==> config.mk <==
export PLATFORM = sky130hd
export DESIGN_NAME = eq_biquad_engine
export DESIGN_NICKNAME = d
export VERILOG_FILES = /design/src/rtl/eq_pkg.sv /design/src/rtl/biquad_mac.sv /design/src/rtl/eq_biquad_engine.sv
export SDC_FILE = /design/constraint.sdc
export NUM_CORES = 1
export LEC_CHECK = 0
export CORE_ASPECT_RATIO = 1.2
export CORE_UTILIZATION = 50
export CTS_BUF_LIST = sky130_fd_sc_hd__clkbuf_8
export CTS_CLUSTER_DIAMETER = 50
export DETAILED_ROUTE_END_ITERATION = 7
export GPL_TIMING_DRIVEN = 0
export PLACE_DENSITY = 0.68
export SYNTH_ARGS = -nofsm -noshare
export SYNTH_HDL_FRONTEND = slang
export SYNTH_SLANG_ARGS = --single-unit
==> constraint.sdc <==
create_clock -name clk_in -period 13.5 [get_ports clk_in]
set_clock_uncertainty 0.05 [all_clocks]
set_input_delay 1.35 -clock clk_in [delete_from_list [all_inputs] [get_ports clk_in]]
set_output_delay 1.35 -clock clk_in [all_outputs]
set_load 0.01 [all_outputs]
route_heat.png
Drawn at 1.5 px/um. The die is cut into 21 by 25 equal tiles; black is low, pale yellow is high, scaled to the fullest tile. Values are wire area over tile area, all layers added.
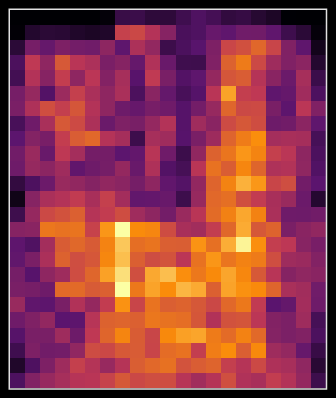
- fullest tile: 0.69
- tiles over half the peak: 38%
- mean over tiles: 0.30
- nearly empty tiles: 2.3%
- densest ninth of the die: bottom middle
total wire length: 97.1 mm
DR WL/cell: 23.7 um
GRT Resource Usage Total: 37.3%
via count: 23800

blocks.png
Drawn at 1.5 px/um. Other sequential cells in the stronger gray, the rest of the logic in the fainter gray.
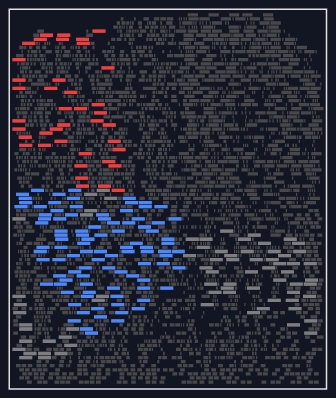
- red: u_mac (placed flops 40)
- blue: g_band (placed flops 96)
- not colored: 73
fin util: 59.6%
final instance count without filler cells: 4091

ff_map.png
Drawn at 1.5 px/um. Other sequential cells in the stronger gray, the rest of the logic in the fainter gray.
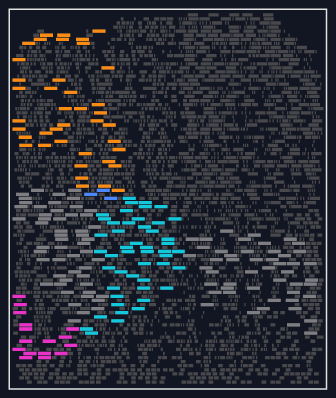
- orange: u_mac.acc_reg (placed flops 40)
- blue: tap_reg (placed flops 3)
- magenta: audio_out (placed flops 16; where bottom left)
- cyan: g_band.y2_reg (placed flops 48)
- not colored: 102
Reg area: 5230 um^2
flop share of the area: 17.1%

m3.png
Drawn at 2 px/um.
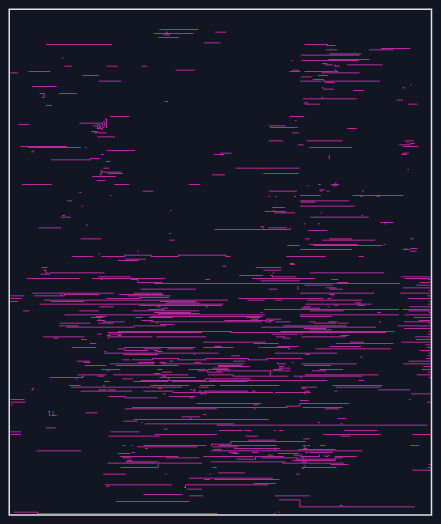
- nets with wire on the layer: 391
- main direction: horizontal
- share of all routed wire: 7.6%
- wire length on this layer: 7430 um
met3 GRT Util: 6.11%

==> flow_summary_export.csv <==
group,metric,value,unit
run_status,status,"finished clean",
detailed_routing,viasPerCell,5.82,
logic_synthesis,topCellsByArea,"fa_1, dfrtp_1, ha_1",
worst_hold_path,worst_hold_path.num_cells,1,
detailed_routing,dr.first_iter.drc_count,2232,
sta,setup_viol,0,
final_layout,finalInstanceArea,30700,um^2
final_layout,mostFrequentLayoutCells,"nand2_1, inv_1, fa_1",
sta,setup_ws,403,ps
place,place_inst,4021,
sta,period_used_share,97.0,%
critical_path,worst-r2r-setup-slack,400,ps
clock_network,insertion_delay,630,ps
final_layout,combGateArea,18800,um^2
logic_synthesis,postSynthCellCount,3046,
logic_synthesis,syn_nets,3729,
place,io_buffers,277,
final_layout,mostFrequentLayoutCell,"nand2_1",
clock_network,cts_buffer_depth,3,
grt,gr-total-overflow,0,
grt,antenna_found_initial,6,
critical_path,end_kind,"register",
final_layout,fin_nets,4046,
sta,tns,0,ps
logic_synthesis,postSynthSeqShare,20.1,%
critical_path,cp-start-kind,"register",
place,place.gp.congestion,1.04,
clock_network,clkSinkCount,209,
clock_network,h-tree-depth,2,
final_layout,nFillCells,4724,
die,fp_util,50.6,%
logic_synthesis,synth-edff-count,0,
critical_path,cp_num_cells,39,
sta,period_needed,13100,ps
final_layout,area_growth,17.6,%
place,dp_hpwl,79.0,mm
worst_hold_path,min_path_type,"register to register",
place,place_area,29700,um^2
clock_network,clock-root-buffer,"clkbuf_8",
logic_synthesis,ys_ff,209,
logic_synthesis,top_cell_area_share,21.6,%
critical_path,crit_type,"register to register",
logic_synthesis,yosysWarnings,0,
critical_path,critPathRequiredTime,13940,ps
detailed_routing,antenna_left,0,
critical_path,arrival,13540,ps
logic_synthesis,yosys_area,26100,um^2
die,coreArea,51500,um^2
final_layout,layout-drive-gt1-share,6.88,%
logic_synthesis,synth.avg_cell_area,8.56,um^2
grt,grt_pass1_vias,24700,
sta,drv_slew,0,
sta,whs,411,ps
job,drv_cap,0,
logic_synthesis,yosys_cells,3046,
detailed_routing,highest_layer,"met4",
critical_path,slowest_delay,990,ps
critical_path,rr_worst_depth,39,
sta,slew_headroom,19.8,%
job,log.warning_count,35,
die,io_pins,278,
logic_synthesis,yosysTopAreaCell,"fa_1",
critical_path,path_delay_family,"adder cells",
die,die_h,252,um
critical_path,cp.buffers_inverters,8,
logic_synthesis,syn_area,26100,um^2
detailed_routing,wl_met1,40.0,mm
sta,worstMarginPinSlew,1200,ps
die,rows,91,
logic_synthesis,synth.distinct_cells,96,
clock_network,cts-buffers-inserted,42,
grt,grt_start_max_net_pins,110,
critical_path,crit_fanout,19,
sta,hold_violations,0,
detailed_routing,wl_met2,45.2,mm
place,pre_cts_slack,-697,ps
clock_network,cts_tree,"built",
sta,clock.fmax,76.4,MHz
detailed_routing,remaining_drc_errors,0,
grt,grt_pass1_wl,148,mm
critical_path,crit_path_top_delay_cell,"a2111oi_0",
## area by class of cell
class | count | area share [%]
diodes | 5 | 0.0408
inverters | 384 | 4.70
repair buffers | 278 | 9.15
well taps | 697 | 2.85
flip-flops and latches | 209 | 17.1
clock buffers | 48 | 2.16
plain buffers | 158 | 2.20
multi-input cells | 2290 | 61.3
clock inverters | 22 | 0.580
## worst register-to-register path: cells and delay by family (launching register included)
kind | cells | cell delay (ps)
xor+xnor | 3 | 620
flops | 1 | 380
fa+ha+maj | 8 | 3800
buf+inv | 8 | 2760
compound gates | 10 | 3120
simple gates | 10 | 2240
## cell families after synthesis
group / Yosys count / synth area share, %
XOR/XNOR: 117 / 3.98
AND-OR/OR-AND: 599 / 15.1
flip-flops: 209 / 20.1
multiplexers: 182 / 7.31
AND/OR/NAND/NOR: 968 / 17.0
buffers and inverters: 547 / 8.06
adder cells (fa/ha/maj): 424 / 28.4
## repair_timing
item,in CTS,in global routing
gates resized,14,35
pin swaps,0,1
hold buffers,0,0
endpoints found under the setup margin,17,16
## synth_stat cells (all sizes together), types with 5 or more instances
cell     instances
dfrtp          209
o311ai           5
a21oi          133
mux2i          116
o21ai          200
nand3           39
nand3b          33
nor3            32
o21bai           9
nor2b           23
o21a            30
a31o             6
xor2            48
a31oi           17
and2            13
and4            14
a211oi          11
nand2          407
o221a           15
a21o            39
o211ai          13
or3             13
nor2           275
buf             43
o2111ai          9
mux2            66
a22oi           42
clkbuf         120
a22o             8
ha             143
o31ai            8
and3            32
or2             15
inv            383
a2111oi          6
nor3b           10
nand4           17
fa             281
xnor2           68
nand2b          31
## per-layer routing
metal	vias to the layer above	global-route usage, %
met2	974	59.7
met4	0	16.4
met1	11900	49.8
met5	-	0
met3	221	6.11
li1	10700	-
